--- src/rtl/blowfish128_stream_adapter.sv ---
// -----------------------------------------------------------------------------
// blowfish128_stream_adapter
//
// Word-serial front/back end for the Blowfish-128 engine. Four 32-bit input
// words (first word = bits [127:96]) are packed into one block, the engine is
// launched and awaited, and the 128-bit result is returned as four 32-bit
// output words in the same order. Input and output blocks never overlap.
//
// Optional feature macro: BLOWFISH128_CBC_EN (CBC chaining plus iv_load/iv).
//
// Parameters:
//   ENG_TIMEOUT    max RUN cycles to wait for eng_ready (10-bit counter)
// Ports:
//   Clk, RstN      clock, synchronous active-low reset
//   Encrypt        direction, sampled with the first word of a block
//   in_data/in_valid/in_ready     input word stream
//   out_data/out_valid/out_ready  output word stream
//   eng_enable     engine start (level, high for the whole RUN state)
//   eng_encrypt    direction forwarded to the engine
//   eng_plaintext  block presented to the engine
//   eng_ciphertext engine result, qualified by eng_ready
//   busy           adapter is not idle
//   timeout_err    sticky engine-timeout flag, cleared only by reset
//   iv_load, iv    (CBC build only) chain register load, accepted in IDLE
// -----------------------------------------------------------------------------
module blowfish128_stream_adapter #(
    parameter int ENG_TIMEOUT = 1023
) (
    input  logic         Clk,
    input  logic         RstN,
    input  logic         Encrypt,
    input  logic [31:0]  in_data,
    input  logic         in_valid,
    output logic         in_ready,
    output logic [31:0]  out_data,
    output logic         out_valid,
    input  logic         out_ready,
    output logic         eng_enable,
    output logic         eng_encrypt,
    output logic [127:0] eng_plaintext,
    input  logic [127:0] eng_ciphertext,
    input  logic         eng_ready,
    output logic         busy,
`ifdef BLOWFISH128_CBC_EN
    input  logic         iv_load,
    input  logic [127:0] iv,
`endif
    output logic         timeout_err
);

    typedef enum logic [1:0] {IDLE, LOAD, RUN, DRAIN} state_e;

    localparam logic [9:0] WAIT_LAST = 10'(ENG_TIMEOUT - 1);

    state_e        state_q, state_d;
    logic [127:0]  blk_q, blk_d;      // input block under assembly
    logic [1:0]    cnt_q, cnt_d;      // words accepted so far
    logic          enc_q, enc_d;
    logic [9:0]    wait_q, wait_d;    // RUN cycles elapsed
    logic [127:0]  res_q, res_d;      // output buffer
    logic [1:0]    idx_q, idx_d;      // output word index
    logic [127:0]  pt_q, pt_d;
    logic          tmo_q, tmo_d;
`ifdef BLOWFISH128_CBC_EN
    logic [127:0]  chain_q, chain_d;
`endif

    logic in_hs;
    logic out_hs;

    // An IV load in IDLE takes priority, so the word is refused that cycle.
    always_comb begin
        in_ready = RstN && ((state_q == IDLE) || (state_q == LOAD));
`ifdef BLOWFISH128_CBC_EN
        if ((state_q == IDLE) && iv_load) begin
            in_ready = 1'b0;
        end
`endif
    end

    assign out_valid     = (state_q == DRAIN);
    assign eng_enable    = (state_q == RUN);
    assign busy          = (state_q != IDLE);
    assign eng_encrypt   = enc_q;
    assign eng_plaintext = pt_q;
    assign timeout_err   = tmo_q;
    assign in_hs         = in_valid && in_ready;
    assign out_hs        = out_valid && out_ready;

    always_comb begin
        case (idx_q)
            2'd0:    out_data = res_q[127:96];
            2'd1:    out_data = res_q[95:64];
            2'd2:    out_data = res_q[63:32];
            default: out_data = res_q[31:0];
        endcase
    end

    always_comb begin
        // NOTE: every next-state signal gets its hold value first so no path
        // through the case statement can leave one unassigned (no latches).
        state_d = state_q;
        blk_d   = blk_q;
        cnt_d   = cnt_q;
        enc_d   = enc_q;
        wait_d  = wait_q;
        res_d   = res_q;
        idx_d   = idx_q;
        pt_d    = pt_q;
        tmo_d   = tmo_q;
`ifdef BLOWFISH128_CBC_EN
        chain_d = chain_q;
`endif

        // Word slot chosen by count keeps w0 in the MSBs.
        if (in_hs) begin
            case (cnt_q)
                2'd0:    blk_d[127:96] = in_data;
                2'd1:    blk_d[95:64]  = in_data;
                2'd2:    blk_d[63:32]  = in_data;
                default: blk_d[31:0]   = in_data;
            endcase
        end

        case (state_q)
            IDLE: begin
`ifdef BLOWFISH128_CBC_EN
                if (iv_load) begin
                    chain_d = iv;
                end
`endif
                if (in_hs) begin
                    enc_d   = Encrypt;
                    cnt_d   = 2'd1;
                    state_d = LOAD;
                end
            end
            LOAD: begin
                if (in_hs) begin
                    cnt_d = cnt_q + 2'd1;
                    if (cnt_q == 2'd3) begin
                        pt_d = blk_d;
`ifdef BLOWFISH128_CBC_EN
                        if (enc_q) begin
                            pt_d = blk_d ^ chain_q;
                        end
`endif
                        wait_d  = 10'd0;
                        state_d = RUN;
                    end
                end
            end
            RUN: begin
                // A result on the last allowed cycle still wins over timeout.
                if (eng_ready) begin
                    res_d = eng_ciphertext;
`ifdef BLOWFISH128_CBC_EN
                    if (enc_q) begin
                        chain_d = eng_ciphertext;
                    end else begin
                        res_d   = eng_ciphertext ^ chain_q;
                        chain_d = blk_q;
                    end
`endif
                    idx_d   = 2'd0;
                    state_d = DRAIN;
                end else if (wait_q == WAIT_LAST) begin
                    tmo_d   = 1'b1;
                    cnt_d   = 2'd0;
                    state_d = IDLE;
                end else begin
                    wait_d = wait_q + 10'd1;
                end
            end
            DRAIN: begin
                if (out_hs) begin
                    idx_d = idx_q + 2'd1;
                    if (idx_q == 2'd3) begin
                        state_d = IDLE;
                    end
                end
            end
            default: state_d = IDLE;
        endcase
    end

    always_ff @(posedge Clk) begin
        if (!RstN) begin
            state_q <= IDLE;
            blk_q   <= '0;
            cnt_q   <= '0;
            enc_q   <= 1'b0;
            wait_q  <= '0;
            res_q   <= '0;
            idx_q   <= '0;
            pt_q    <= '0;
            tmo_q   <= 1'b0;
`ifdef BLOWFISH128_CBC_EN
            chain_q <= '0;
`endif
        end else begin
            // NOTE: non-blocking assignments so every register samples the
            // pre-edge values computed by the combinational block.
            state_q <= state_d;
            blk_q   <= blk_d;
            cnt_q   <= cnt_d;
            enc_q   <= enc_d;
            wait_q  <= wait_d;
            res_q   <= res_d;
            idx_q   <= idx_d;
            pt_q    <= pt_d;
            tmo_q   <= tmo_d;
`ifdef BLOWFISH128_CBC_EN
            chain_q <= chain_d;
`endif
        end
    end

endmodule

--- config.mk ---
export PLATFORM = sky130hd
export DESIGN_NAME = blowfish128_stream_adapter
export DESIGN_NICKNAME = d
export VERILOG_FILES = /design/src/rtl/blowfish128_stream_adapter.sv
export SDC_FILE = /design/constraint.sdc
export NUM_CORES = 1
export LEC_CHECK = 0
export CORE_ASPECT_RATIO = 1.5
export CORE_MARGIN = 5
export CORE_UTILIZATION = 40
export CTS_CLUSTER_SIZE = 14
export DETAILED_ROUTE_END_ITERATION = 10
export HOLD_SLACK_MARGIN = 0.15
export MAX_ROUTING_LAYER = met4
export PLACE_DENSITY = 0.62
export SYNTH_ARGS = -nofsm -noshare
export SYNTH_HDL_FRONTEND = slang
export SYNTH_SLANG_ARGS = --single-unit
export TNS_END_PERCENT = 30
--- constraint.sdc ---
create_clock -name Clk -period 2.8 [get_ports Clk]
set_input_delay 0.56 -clock Clk [delete_from_list [all_inputs] [get_ports Clk]]
set_output_delay 0.56 -clock Clk [all_outputs]
set_load 0.005 [all_outputs]
==> metrics.yaml <==
outcome: "finished, final reports clean"
cts_num_sinks: 402
period_used_pct: 96.9
grt_start_max_net_pins: 188
number_of_cells_on_the_worst_reg_to_reg_path: 7
io_buffer_count: 331
power_density_nw_per_um2: 653
drv_cap: 0
detail_route.drc_violations: 0
power_consumed_by_sequential_cells_mw: 6.08
worstHoldPathType: "reg -> reg"
power.total_mw: 13.3
cts_buffers: 40
critPathCapture: "out_data[8]"
synth.mux.area_fraction_pct: 10.7
cp-start-kind: "register"
yosys.area.top_type: "dfxtp_1"
insertedDiodeCount: 5
setup_viol_count_final: 0
worst-slew-pin-transition_ps: 806
ys_cells: 1656
synth.cellmix.xorXnorShare_pct: 0
finalCriticalPeriod_ps: 2710
timing.critical_path.arrival_ps: 2150
ctsResizeCount: 38
tritoncts: "done"
r2r_end: "wait_q[6]$_SDFFE_PN0P_"
wl_per_cell_um: 17.2
layout-area-overhead-vs-synth_pct: 35.1
routability_congestion_estimate_from_global_placement: 0.830
worst_ir_drop_vdd_mv: 0.542
ys.flop_type: "dfxtp_1"
lay_top_count: "dfxtp_1"
synth_flops: 402
area.share.sequential_pct: 39.6
p_comb_share_pct: 13.1
synth.distinct_cells: 46
cp-end-kind: "output pin"
ctsHtreeMaxLevel: 2
postSynthAreaPerCell_um2: 9.10
rsz0062_at_grt: "yes"
grt_antenna_before_repair: 5
warning_count: 47
report.final.hold_viol_count: 0
grt_first_pass_wirelength_um: 66000
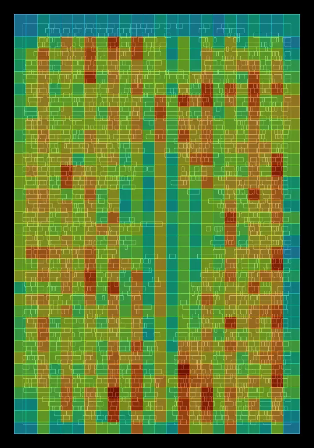
congestion.png
GR Util All Layers: 19.9%
met2 global-route usage: 32.7%
met3 Resource Use GR: 6.15%
share of the core filled with cells in the final layout: 54.4%

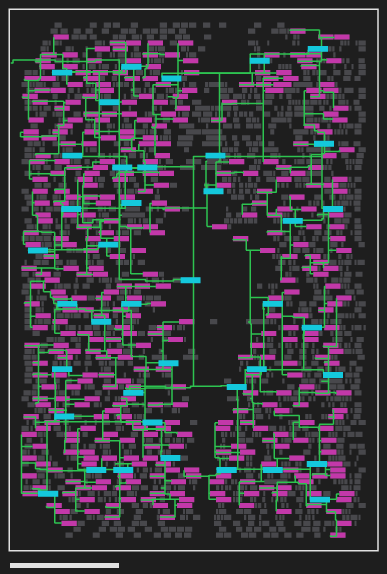
clk_routes.png
Bar = 50 µm.
- magenta: flip-flops (count 402)
- cyan: clock drivers (count 40)
- green: clock wires (length 4790 µm)
- flops lie: spread over the die

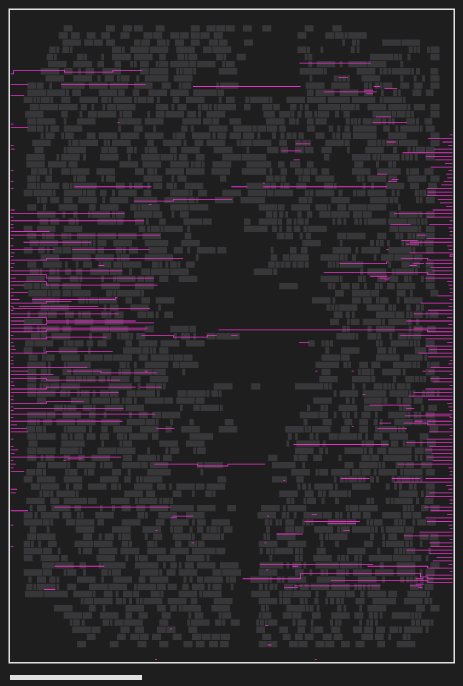
layer_met3.png
Bar = 50 µm.
- longest straight run: 79.4 µm
- wire length on this layer: 3430 µm

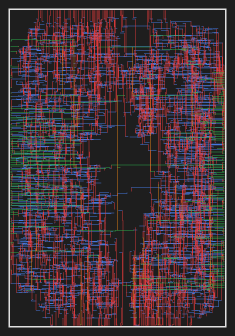
wires.png
- orange: metal 4 (wire length 861 µm)
- red: metal 2 (wire length 20.4 mm)
- green: metal 3 (wire length 3430 µm)
- blue: metal 1 (wire length 17400 µm)

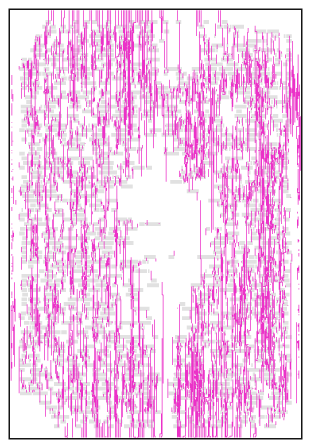
layer_met2.png
- main direction: vertical
- nets with wire on the layer: 1779

